## src/rtl/green_decode_wb_if.sv

```systemverilog
// Handshake and payload bundle between the green decode/write-back stage,
// its instruction source and the memory/PC consumer.
interface green_decode_wb_if #(
  parameter int DW = 16
);
  logic          in_valid;
  logic          in_ready;
  logic [15:0]   ins;
  logic [DW-1:0] ld_data;
  logic          br_in;
  logic          out_valid;
  logic          out_ready;
  logic [3:0]    out_op;
  logic          we;
  logic [DW-1:0] st_data;
  logic          br_out;

  modport slave (
    input  in_valid, ins, ld_data, br_in, out_ready,
    output in_ready, out_valid, out_op, we, st_data, br_out
  );

  modport master (
    output in_valid, ins, ld_data, br_in, out_ready,
    input  in_ready, out_valid, out_op, we, st_data, br_out
  );
endinterface

```

## src/rtl/green_decode_wb.sv

```systemverilog
// Decode/write-back stage: owns the register file and ZNC flags, performs LD/INC
// write-back and presents ST/BR requests through a registered valid/ready slot.
module green_decode_wb #(
  parameter  int DW   = 16,
  parameter  int NREG = 2,
  localparam int RSW  = $clog2(NREG)
) (
  input  logic            clk,
  input  logic            rst_n,
  green_decode_wb_if.slave bus,
  output logic [2:0]      znc,
  input  logic [RSW-1:0]  rd_sel,
  output logic [DW-1:0]   rd_data
);

  typedef enum logic [3:0] {
    OP_LD  = 4'h0,
    OP_ST  = 4'h1,
    OP_INC = 4'h2,
    OP_BR  = 4'h3
  } op_e;

  logic [DW-1:0]  regs [NREG];
  logic [2:0]     flags;
  logic           slot_valid;
  logic [3:0]     slot_op;
  logic           slot_we;
  logic [DW-1:0]  slot_st;
  logic           slot_br;

  logic           accept;
  logic [3:0]     op;
  logic [RSW-1:0] sel;
  logic [DW-1:0]  cur;
  logic [DW:0]    inc_sum;
  logic           unused_ins;

  assign op         = bus.ins[15:12];
  assign sel        = bus.ins[11 -: RSW];
  assign unused_ins = ^bus.ins[11-RSW:0];
  assign cur        = regs[sel];
  assign inc_sum    = {1'b0, cur} + {{DW{1'b0}}, 1'b1};

  assign bus.in_ready = !slot_valid || bus.out_ready;
  assign accept       = bus.in_valid && bus.in_ready;

  assign bus.out_valid = slot_valid;
  assign bus.out_op    = slot_op;
  assign bus.we        = slot_we;
  assign bus.st_data   = slot_st;
  assign bus.br_out    = slot_br;
  assign znc           = flags;
  assign rd_data       = regs[rd_sel];

  always_ff @(posedge clk or negedge rst_n) begin
    if (!rst_n) begin
      for (int unsigned i = 0; i < NREG; i++) regs[i] <= '0;
      flags      <= '0;
      slot_valid <= 1'b0;
      slot_op    <= '0;
      slot_we    <= 1'b0;
      slot_st    <= '0;
      slot_br    <= 1'b0;
    end else if (accept) begin
      // Slot captures the pre-edge register value, so a store right after an
      // INC/LD sees the written value without any forwarding path.
      slot_valid <= 1'b1;
      slot_op    <= op;
      slot_we    <= (op == OP_ST);
      slot_st    <= cur;
      slot_br    <= (op == OP_BR) && bus.br_in;
      case (op)
        OP_LD:  regs[sel] <= bus.ld_data;
        OP_INC: begin
          regs[sel] <= inc_sum[DW-1:0];
          flags     <= {(inc_sum[DW-1:0] == '0), inc_sum[DW-1], inc_sum[DW]};
        end
        default: ;
      endcase
    end else if (bus.out_ready) begin
      slot_valid <= 1'b0;
      slot_we    <= 1'b0;
      slot_br    <= 1'b0;
    end
  end

endmodule
```

## src/flat_wrapper.sv

```systemverilog
// flat-port wrapper written by rule: the top's interface ports become plain ports
module green_decode_wb_flat 
#(
  parameter  int DW   = 16,
  parameter  int NREG = 2,
  localparam int RSW  = $clog2(NREG)
)
  (clk, rst_n, znc, rd_sel, rd_data, bus_in_valid, bus_ins, bus_ld_data, bus_br_in, bus_out_ready, bus_in_ready, bus_out_valid, bus_out_op, bus_we, bus_st_data, bus_br_out);
  green_decode_wb_if #(.DW(DW)) bus_i ();
  input  logic clk;
  input  logic rst_n;
  output logic [2:0] znc;
  input  logic [RSW-1:0] rd_sel;
  output logic [DW-1:0] rd_data;
  input wire logic [$bits(bus_i.in_valid)-1:0] bus_in_valid;
  input wire logic [$bits(bus_i.ins)-1:0] bus_ins;
  input wire logic [$bits(bus_i.ld_data)-1:0] bus_ld_data;
  input wire logic [$bits(bus_i.br_in)-1:0] bus_br_in;
  input wire logic [$bits(bus_i.out_ready)-1:0] bus_out_ready;
  output wire logic [$bits(bus_i.in_ready)-1:0] bus_in_ready;
  output wire logic [$bits(bus_i.out_valid)-1:0] bus_out_valid;
  output wire logic [$bits(bus_i.out_op)-1:0] bus_out_op;
  output wire logic [$bits(bus_i.we)-1:0] bus_we;
  output wire logic [$bits(bus_i.st_data)-1:0] bus_st_data;
  output wire logic [$bits(bus_i.br_out)-1:0] bus_br_out;
  assign bus_i.in_valid = bus_in_valid;
  assign bus_i.ins = bus_ins;
  assign bus_i.ld_data = bus_ld_data;
  assign bus_i.br_in = bus_br_in;
  assign bus_i.out_ready = bus_out_ready;
  assign bus_in_ready = bus_i.in_ready;
  assign bus_out_valid = bus_i.out_valid;
  assign bus_out_op = bus_i.out_op;
  assign bus_we = bus_i.we;
  assign bus_st_data = bus_i.st_data;
  assign bus_br_out = bus_i.br_out;
  green_decode_wb #(.DW(DW), .NREG(NREG)) u_core (.clk(clk), .rst_n(rst_n), .bus(bus_i), .znc(znc), .rd_sel(rd_sel), .rd_data(rd_data));
endmodule
```

## config.mk

```make
export PLATFORM = sky130hd
export DESIGN_NAME = green_decode_wb_flat
export DESIGN_NICKNAME = d
export VERILOG_FILES = /design/src/rtl/green_decode_wb_if.sv /design/src/rtl/green_decode_wb.sv /design/src/flat_wrapper.sv
export SDC_FILE = /design/constraint.sdc
export NUM_CORES = 1
export LEC_CHECK = 0
export CORE_UTILIZATION = 45
export CTS_BUF_LIST = sky130_fd_sc_hd__clkbuf_16
export DETAILED_ROUTE_END_ITERATION = 6
export PLACE_DENSITY = 0.78
export SYNTH_ARGS = -nofsm -noshare
export SYNTH_HDL_FRONTEND = slang
export SYNTH_SLANG_ARGS = --single-unit
```

## constraint.sdc

```tcl
create_clock -name clk -period 2.85 [get_ports clk]
set_input_delay 0.4275 -clock clk [delete_from_list [all_inputs] [get_ports clk]]
set_output_delay 0.4275 -clock clk [all_outputs]
set_load 0.02 [all_outputs]
```

layers.png
Only two layers are drawn.
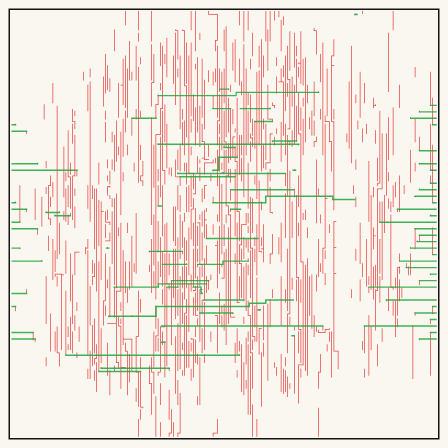
[red] M2 | wire length: 4500 um
[green] M3 | wire length: 597 um

m4.png
Supply wires on this layer in gray.
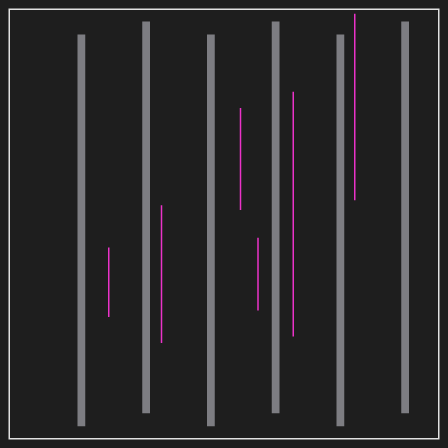
nets with wire on the layer: 5
main direction: vertical

==> results.sh <==
# physical design summary
export IMPL_drive_gt1_share_pct=22.4
export IMPL_clock_latency_ns=0.33
export IMPL_top_register="u_core.regs"
export IMPL_seq_area_sq_um=1450
export IMPL_yosysTopAreaCell="dfrtp_1"
export IMPL_first_pass_iters=4
export IMPL_clk_pin_slew_ns=0.05
export IMPL_core_sq_um=7330
export IMPL_buffers=106
export IMPL_critPathTopFamily="AND-OR/OR-AND gates"
export IMPL_cp_max_fo=4
export IMPL_htreeDepth=3
export IMPL_n_clock_buffer=9
export IMPL_grt_max_degree=34
export IMPL_pwr_share_clk_pct=30.8
export IMPL_drc_errors=0
export IMPL_max_stage_delay_ns=0.56
export IMPL_ys_chip_area_sq_um=3460
export IMPL_pg_comb_uw=1080
export IMPL_finalPower_uw=3340
export IMPL_logic_gate_count=275
export IMPL_outcome="complete, no violations"
export IMPL_post_cts_resized=0
export IMPL_num_rows=31
export IMPL_crit_buf_inv=1
export IMPL_wl_per_cell_um=16.8
export IMPL_rsz0062_at_grt="no"
export IMPL_layout_top_cells="68 x nand2_1, 68 x clkdlybuf4s50_1, 58 x dfrtp_1"
export IMPL_cap_violations=0
export IMPL_track_usage_pct=25.1
export IMPL_dp_hpwl_um=6710
export IMPL_avgSynthCellArea_sq_um=9.61
export IMPL_synthCells=360
export IMPL_area_share_nonclk_buffers_pct=20.9
export IMPL_cts_buffer_depth=2
export IMPL_place_ws_ns=-0.0763
export IMPL_grt_overflow=0
export IMPL_seq_share_pct=30.7
closeup.png
Scale bar: 10 um. Window x 30 to 60, y 30 to 60 um. Cells in gray, sequential cells in the stronger gray; small squares are vias.
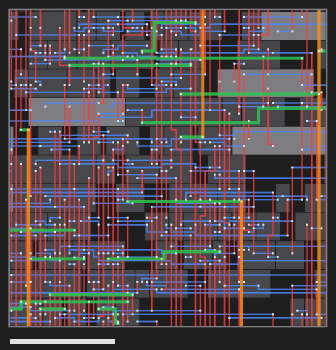
[red] M2
[blue] M1
[green] M3
[orange] M4
netlist names of flops here include: u_core.regs (3), u_core.znc (1)
sequential cells in the window: 4
cells with their middle in the window: 80
most frequent: buf_4 (9), nand2_1 (8), nand3_1 (6)

-- routing by layer --
layer  up-vias  wire [um]  track usage (%)
met5         -          0                0
met4         0        168             11.7
met3        16        597             4.20
met2       115       4500             41.3
met1      1507       4040             32.2
li1       1476          -                -
-- kinds of logic (layout without fill, tap and decap cells) --
| kind of cell | Yosys count | count (layout) | synth area share [%] |
|---|---|---|---|
| AND/OR/NAND/NOR | 134 | 134 | 19.8 |
| adder cells (fa/ha/maj) | 1 | 1 | 0.362 |
| flip-flops | 58 | 58 | 42.0 |
| AND-OR/OR-AND | 72 | 72 | 13.2 |
| buffers and inverters | 27 | 123 | 3.72 |
| multiplexers | 54 | 54 | 17.4 |
| XOR/XNOR | 14 | 14 | 3.54 |
-- metrics by stage --
step | cells | util (%)
after floorplan | 360 | -
after global placement | 539 | 60.7
after detailed placement | 539 | 60.7
after CTS | 555 | 64.6
after global routing | 555 | 64.6
final | 555 | 64.6
-- path summary, 6_finish.rpt --
check / slack [ns] / end / from / depth (start not counted)
setup / recovery: 0.22 / u_core.znc[2]$_DFFE_PN0P_ / bus_ins[11] / 9
max in group asynchronous: 2.15 / u_core.bus.st_data[6]$_DFFE_PN0P_ / rst_n / 2
setup reg to reg: 0.49 / u_core.znc[2]$_DFFE_PN0P_ / u_core.regs[0]$_DFFE_PN0P_ / 8
min in group clk: 0.48 / u_core.bus.st_data[13]$_DFFE_PN0P_ / u_core.bus.st_data[13]$_DFFE_PN0P_ / 2
hold reg to reg: 0.48 / u_core.bus.st_data[13]$_DFFE_PN0P_ / u_core.bus.st_data[13]$_DFFE_PN0P_ / 2
hold / removal: 0.03 / u_core.regs[27]$_DFFE_PN0P_ / rst_n / 1
